run_1/final_clocks.png
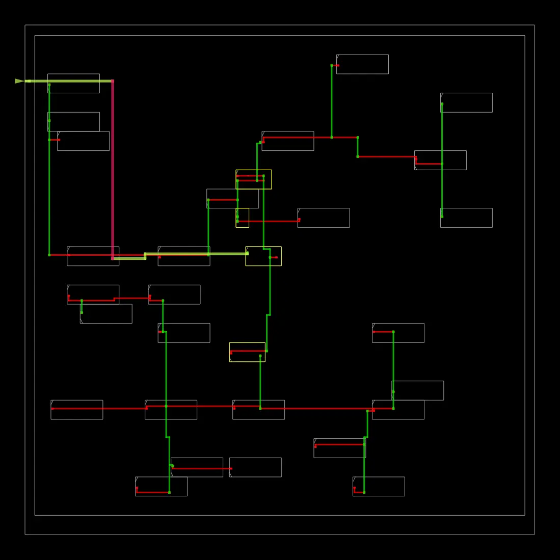
run_1/clock_map.png
Scale: 8 px per µm.
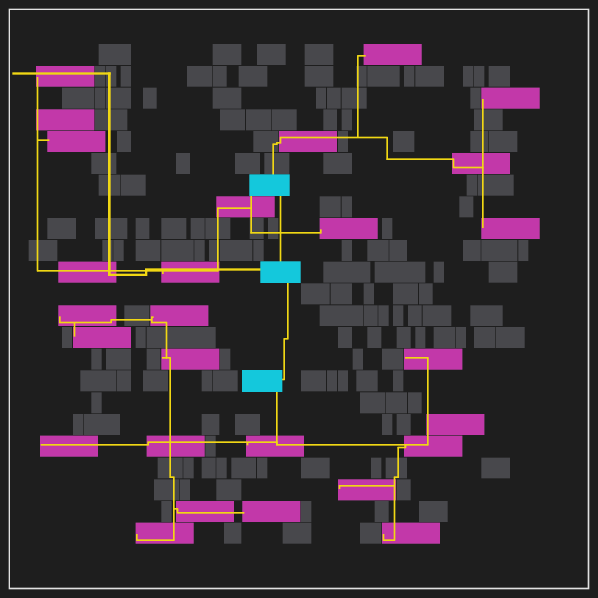
run_1/zoom.png
Window x 24 to 49, y 24 to 49 µm. Cells in gray, sequential cells in the stronger gray; small squares are vias.
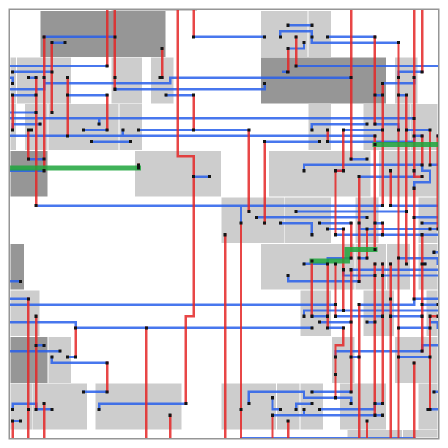
run_1/cell_classes.png
Scale: 4 px per µm. Fill, decap, tap and diode cells in gray.
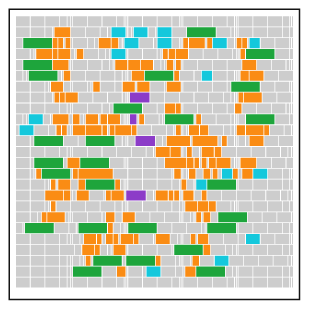
## src/rtl/uart_1318_pkg.sv

```systemverilog
// Shared UART definitions: clock defaults, width helper, TX state encoding and frame length.
package uart_1318_pkg;

  localparam int unsigned CLK_FREQ_DEF  = 50_000_000;
  localparam int unsigned BAUD_RATE_DEF = 115_200;

  typedef enum logic [2:0] {
    ST_IDLE   = 3'd0,
    ST_START  = 3'd1,
    ST_DATA   = 3'd2,
    ST_PARITY = 3'd3,
    ST_STOP   = 3'd4
  } tx_state_e;

  // Ceiling log2; returns 0 for v <= 1.
  function automatic int unsigned clog2(input int unsigned v);
    int unsigned r;
    r = 0;
    for (int unsigned i = 0; i < 32; i++) begin
      if ((64'd1 << i) < 64'(v)) r = i + 1;
    end
    return r;
  endfunction

  // Cycles from the first start-bit cycle to the end of the last stop bit.
  function automatic int unsigned frame_len(input int unsigned div, input int unsigned parity,
                                            input int unsigned stops);
    return div * (10 + parity + stops - 1);
  endfunction

endpackage

```

## src/rtl/uart_baud_gen_1318.sv

```systemverilog
// Bit-period timer: counts 0..DIV-1 and pulses tick_c on the last count of each bit.
module uart_baud_gen_1318
  import uart_1318_pkg::*;
#(
  parameter int unsigned DIV = 4
) (
  input  logic clk,
  input  logic rst,
  input  logic clr,
  output logic tick_c
);

  localparam int unsigned CW = (clog2(DIV) < 1) ? 1 : clog2(DIV);
  localparam logic [CW-1:0] LAST = CW'(DIV - 1);

  logic [CW-1:0] count;

  assign tick_c = (count == LAST);

  always_ff @(posedge clk) begin
    if (rst || clr || tick_c) count <= '0;
    else                      count <= count + CW'(1);
  end

endmodule

```

## src/rtl/uart_tx_1318.sv

```systemverilog
// UART transmitter: start, 8 data bits LSB first, optional even parity, 1 or 2 stop bits.
module uart_tx_1318
  import uart_1318_pkg::*;
#(
  parameter int unsigned CLK_FREQ   = CLK_FREQ_DEF,
  parameter int unsigned BAUD_RATE  = BAUD_RATE_DEF,
  parameter int unsigned Parity_Bit = 1,
  parameter int unsigned Stop_Bit   = 1
) (
  input  logic       Clk_TX,
  input  logic       Reset_T,
  input  logic [7:0] DATA_TX_In,
  input  logic       Valid_TX_In,
  output logic       Ready_TX_Out,
  output logic       DATA_TX_Out,
  output logic       Busy_TX
);

  localparam int unsigned DIV = CLK_FREQ / BAUD_RATE;
  localparam bit PAR_EN = (Parity_Bit != 0);
  localparam logic LAST_STOP = 1'(Stop_Bit - 1);

  if (Stop_Bit != 1 && Stop_Bit != 2) begin : g_bad_stop
    $error("uart_tx_1318: Stop_Bit must be 1 or 2");
  end
  if (DIV < 2) begin : g_bad_div
    $error("uart_tx_1318: CLK_FREQ/BAUD_RATE must be at least 2");
  end
  if (Parity_Bit > 1) begin : g_bad_par
    $error("uart_tx_1318: Parity_Bit must be 0 or 1");
  end

  tx_state_e  state, state_n;
  logic [7:0] shift, shift_n;
  logic [2:0] idx, idx_n;
  logic       stop_cnt, stop_cnt_n;
  logic       par, par_n;
  logic       line_n, ready_n, busy_n;
  logic       accept_c, tick_c;

  assign accept_c = Valid_TX_In && Ready_TX_Out;

  uart_baud_gen_1318 #(.DIV(DIV)) u_baud (
    .clk    (Clk_TX),
    .rst    (Reset_T),
    .clr    (accept_c),
    .tick_c (tick_c)
  );

  always_ff @(posedge Clk_TX) begin
    if (Reset_T) begin
      state        <= ST_IDLE;
      shift        <= '1;
      idx          <= '0;
      stop_cnt     <= 1'b0;
      par          <= 1'b0;
      DATA_TX_Out  <= 1'b1;
      Ready_TX_Out <= 1'b1;
      Busy_TX      <= 1'b0;
    end else begin
      state        <= state_n;
      shift        <= shift_n;
      idx          <= idx_n;
      stop_cnt     <= stop_cnt_n;
      par          <= par_n;
      DATA_TX_Out  <= line_n;
      Ready_TX_Out <= ready_n;
      Busy_TX      <= busy_n;
    end
  end

  // Next-state logic; the line value for each bit is loaded on the edge that starts it.
  always_comb begin
    state_n    = state;
    shift_n    = shift;
    idx_n      = idx;
    stop_cnt_n = stop_cnt;
    par_n      = par;
    line_n     = DATA_TX_Out;
    ready_n    = Ready_TX_Out;
    busy_n     = Busy_TX;
    unique case (state)
      ST_IDLE: begin
        line_n = 1'b1;
        if (accept_c) begin
          state_n    = ST_START;
          shift_n    = DATA_TX_In;
          par_n      = ^DATA_TX_In;
          idx_n      = '0;
          stop_cnt_n = 1'b0;
          line_n     = 1'b0;
          ready_n    = 1'b0;
          busy_n     = 1'b1;
        end
      end
      ST_START: begin
        if (tick_c) begin
          state_n = ST_DATA;
          line_n  = shift[0];
          shift_n = {1'b1, shift[7:1]};
        end
      end
      ST_DATA: begin
        if (tick_c) begin
          if (idx == 3'd7) begin
            if (PAR_EN) begin
              state_n = ST_PARITY;
              line_n  = par;
            end else begin
              state_n = ST_STOP;
              line_n  = 1'b1;
            end
          end else begin
            idx_n   = idx + 3'd1;
            line_n  = shift[0];
            shift_n = {1'b1, shift[7:1]};
          end
        end
      end
      ST_PARITY: begin
        if (tick_c) begin
          state_n = ST_STOP;
          line_n  = 1'b1;
        end
      end
      ST_STOP: begin
        if (tick_c) begin
          if (stop_cnt == LAST_STOP) begin
            state_n = ST_IDLE;
            line_n  = 1'b1;
            ready_n = 1'b1;
            busy_n  = 1'b0;
          end else begin
            stop_cnt_n = stop_cnt + 1'b1;
          end
        end
      end
      default: begin
        state_n = ST_IDLE;
        line_n  = 1'b1;
        ready_n = 1'b1;
        busy_n  = 1'b0;
      end
    endcase
  end

endmodule

```

## config.mk

```make
export PLATFORM = sky130hd
export DESIGN_NAME = uart_tx_1318
export DESIGN_NICKNAME = d
export VERILOG_FILES = /design/src/rtl/uart_1318_pkg.sv /design/src/rtl/uart_baud_gen_1318.sv /design/src/rtl/uart_tx_1318.sv
export SDC_FILE = /design/constraint.sdc
export NUM_CORES = 1
export LEC_CHECK = 0
export CAP_MARGIN = 20
export CELL_PAD_IN_SITES_DETAIL_PLACEMENT = 0
export CELL_PAD_IN_SITES_GLOBAL_PLACEMENT = 1
export CORE_UTILIZATION = 30
export DETAILED_ROUTE_END_ITERATION = 10
export PLACE_DENSITY_LB_ADDON = 0.1
export SLEW_MARGIN = 20
export SYNTH_ARGS = -nofsm -noshare
export SYNTH_HDL_FRONTEND = slang
export SYNTH_SLANG_ARGS = --single-unit
```

## constraint.sdc

```tcl
create_clock -name Clk_TX -period 2 [get_ports Clk_TX]
set_input_delay 0.3 -clock Clk_TX [delete_from_list [all_inputs] [get_ports Clk_TX]]
set_output_delay 0.3 -clock Clk_TX [all_outputs]
set_load 0.01 [all_outputs]
```

==> reports/results.ini, run 1 <==
[outcome]
status = completed

[clock_tree]
cts_root_buffer = clkbuf_8
cts_num_sinks = 27
htree_num_levels = 1
post_cts_resized = 0
cts_tree = built

[cells_and_area]
ff_latch_area_um2 = 541
seq-cell-share_pct = 31.2
num-nonclk-inverters = 13
final_util_pct = 36.7
layout.area.comb_um2 = 855
signal_buffers = 17
nonClkBufAreaFrac_pct = 9.24
diodes = 0
largest_reg_flops = 9
logic_gates = 122
syn2layout_area_growth_pct = 17.3
largest_register = u_baud.count
sh_comb_area_pct = 49.3
clk_share_pct = 2.67
largest_class = logic gates
stdcell_count = 250
final_cell_mix = 27 x dfxtp_1, 20 x nand2_1, 18 x nor2_1, 13 x inv_1, 13 x clkdlybuf4s50_1

[setup_path]
crit_top_cell = ha_1
critical_path_class = reg2reg
worstPathCellList = ha_1, ha_1, nor2b_1, o2bb2ai_1, nand3_4, mux2_1
ff2ff_path_depth = 6
crit_required_ns = 2.16
critPathCapture = shift[5]
cp_max_fo = 8
cp_top_family = adder cells
start_kind = flip-flop
r2r_slack_ns = 0.20
timing.rr.start = idx[0]
timing.critical_path.arrival_ns = 1.96
cp_slowest_cell = mux2_1

[yosys]
mux_area_share_pct = 8.71
ys_warn_count = 0
top_cell_area_share_pct = 36.5
ys_chip_area_um2 = 1480
ys_sh_adder_pct = 3.38
postSynthSeqShare_pct = 36.5
ys_cells = 170
simple_gate_area_share_pct = 20.1
synth-edff-count = 0
ys_sh_aoi_pct = 15.0
synth_area_leader_cell = dfxtp_1
async_flop_share_pct = 0
ff_type = dfxtp_1
xor_share_pct = 10.6
ys_top_logic_family = simple AND/OR/NAND/NOR gates
area_leaders = dfxtp_1 37%, xnor2_1 7.1%, mux2_1 5.3%
netlist_area_um2 = 1480

[power_and_ir_drop]
p_switching_uw = 293
p_int_uw = 810
total_power_uw = 1100
combPwrFrac_pct = 18.3
p_seq_uw = 587
power-top-group = sequential cells
netSwitchingFraction_pct = 26.6
cellLeakagePower_uw = 0.000662

[floorplan]
io_pins = 14
dieHeight_um = 72.2

[grt]
antenna_found_initial = 0
met2_usage_pct = 20.8
top_usage_layer = met2
first_global_vias = 1153
grt_overflow = 0
grt_max_degree = 21
grt_pass1_wl_mm = 5.35
grt_util_met3_pct = 2.36

[final_timing]
finalCriticalPeriod_ns = 1.80
setup_violations = 0
grt_setup_unrepaired = false
hold-worst-slack_ns = 0.472
worst_slew_pin_slew_ns = 0.601
setup_slack_ns = 0.201
maxSlewHeadroom_pct = 59.8
fmax_ghz = 0.556
hold_violations = 0
period_used_pct = 89.9
setup_tns_ns = 0
slew_viol_final = 0

[detailed_routing]
wl_met3_um = 61
route.layer.met1.wl_mm = 1.54
vias = 1161
viasPerCell = 4.64
routed.top_layer = met4

[place]
place_hpwl_mm = 2.29
post-place-cells = 246
postPlaceCellArea_um2 = 1690
post-place-ws_ns = 0.201
gp_congestion = 0.782

[hold_path]
holdPathEnd = idx[2]
whs_path_depth = 2

[run]
maxCapViolations = 0
warnings = 27

About final_clocks.png:
clock-net power: 315 µW
# clk buffers: 3
Num CTS Buffers: 3
clock latency on the worst-skew pair: 0.27 ns

About clock_map.png:
Key: yellow = clock wires [length 388 µm]; cyan = cells driving clock nets [count 3]; magenta = flip-flops [count 27]
There are 4 routed clock nets.
Clock power frac: 28.5%
Worst Skew: 0.00284 ns

About zoom.png:
Key: blue = met1; red = met2; green = met3
Sequential cells in the window: 2. Most frequent: nand2_1 (6), nor2_1 (5), inv_1 (4). Netlist names of flops here include `par` (1), `shift` (1). 37 logic cells have their middle in the window.

About cell_classes.png:
Key: purple = clock drivers and dummy loads [cells 4, share of their area 2.8%]; cyan = other buffers and delay cells [cells 17, share of their area 9.7%]; orange = all other logic [cells 135, share of their area 55%]; green = flip-flops [cells 27, share of their area 33%]
# rows: 25
core area: 4720 µm²

==> run 2, diff against run 1 <==
- CAP_MARGIN: 20 -> not set
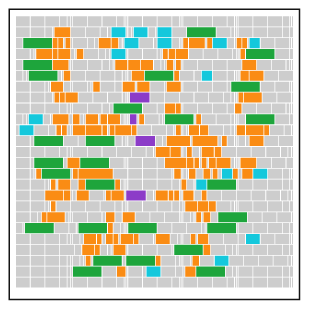
run_2/cell_classes.png
Scale: 4 px per µm. Fill, decap, tap and diode cells in gray.
Key: green = flip-flops [cells 27, share of their area 33%]; orange = all other logic [cells 135, share of their area 55%]; purple = clock drivers and dummy loads [cells 4, share of their area 2.8%]; cyan = other buffers and delay cells [cells 17, share of their area 9.7%]

==> run 2 against run 1 <==
  * Largest cell class unchanged
  * Critical path depth unchanged
  * Clock skew unchanged
  * First-iteration DRC count unchanged
  * Area after synthesis stayed put
  * Register-to-register slack barely moved
  * Count of clock-buffer cells in the layout unchanged
  * Core utilization unchanged
  * Global-route usage did not move
  * Sequential power is essentially flat
  * Hold slack stayed put
==> reports/results.ini, run 2 <==
[final_timing]
finClkSkew_ns = 0.00284
hold_violations = 0
period_used_pct = 89.9
maxSlewHeadroom_pct = 59.8
fmax_ghz = 0.556
setup_violations = 0
worst_slew_pin_slew_ns = 0.601
slew_viol_final = 0
hold-worst-slack_ns = 0.472
setup_tns_ns = 0
setup_slack_ns = 0.201
finalCriticalPeriod_ns = 1.80

[setup_path]
cp_top_family = adder cells
crit_top_cell = ha_1
start_kind = flip-flop
critPathCapture = shift[5]
worstPathCellList = ha_1, ha_1, nor2b_1, o2bb2ai_1, nand3_4, mux2_1
crit_required_ns = 2.16
ff2ff_path_depth = 6
cp_slowest_cell = mux2_1
cp_max_fo = 8

[grt]
grt_util_met3_pct = 2.36
top_usage_layer = met2
first_global_vias = 1153
grt_pass1_wl_mm = 5.35
grt_max_degree = 21
met2_usage_pct = 20.8
grt_overflow = 0

[hold_path]
holdPathEnd = idx[2]
whs_path_depth = 2

[run]
warnings = 27

[yosys]
ys_warn_count = 0
postSynthSeqShare_pct = 36.5
synth-edff-count = 0
netlist_area_um2 = 1480
simple_gate_area_share_pct = 20.1
ys_top_logic_family = simple AND/OR/NAND/NOR gates
async_flop_share_pct = 0
area_leaders = dfxtp_1 37%, xnor2_1 7.1%, mux2_1 5.3%
synth_area_leader_cell = dfxtp_1
ys_sh_aoi_pct = 15.0
ff_type = dfxtp_1
xor_share_pct = 10.6

[power_and_ir_drop]
power-top-group = sequential cells
p_seq_uw = 587
cellLeakagePower_uw = 0.000662
netSwitchingFraction_pct = 26.6
p_clk_share_pct = 28.5
combPwrFrac_pct = 18.3
p_switching_uw = 293

[clock_tree]
cts_num_sinks = 27
cts_root_buffer = clkbuf_8
clk_latency_ns = 0.27
cts_tree = built
cts_buffers = 3
htree_num_levels = 1

[cells_and_area]
logic_gates = 122
layout.area.comb_um2 = 855
syn2layout_area_growth_pct = 17.3
diodes = 0
signal_buffers = 17
largest_reg_flops = 9
largest_register = u_baud.count
final_util_pct = 36.7
sh_comb_area_pct = 49.3
largest_class = logic gates
ff_latch_area_um2 = 541

[detailed_routing]
viasPerCell = 4.64
route.layer.met1.wl_mm = 1.54
vias = 1161
routed.top_layer = met4

[place]
place_hpwl_mm = 2.29
post-place-ws_ns = 0.201
post-place-cells = 246
postPlaceCellArea_um2 = 1690
gp_congestion = 0.782

[floorplan]
dieHeight_um = 72.2
rows = 25
io_pins = 14

[outcome]
status = completed

Power figures rest on the tool's default switching activity, not on a simulated workload.
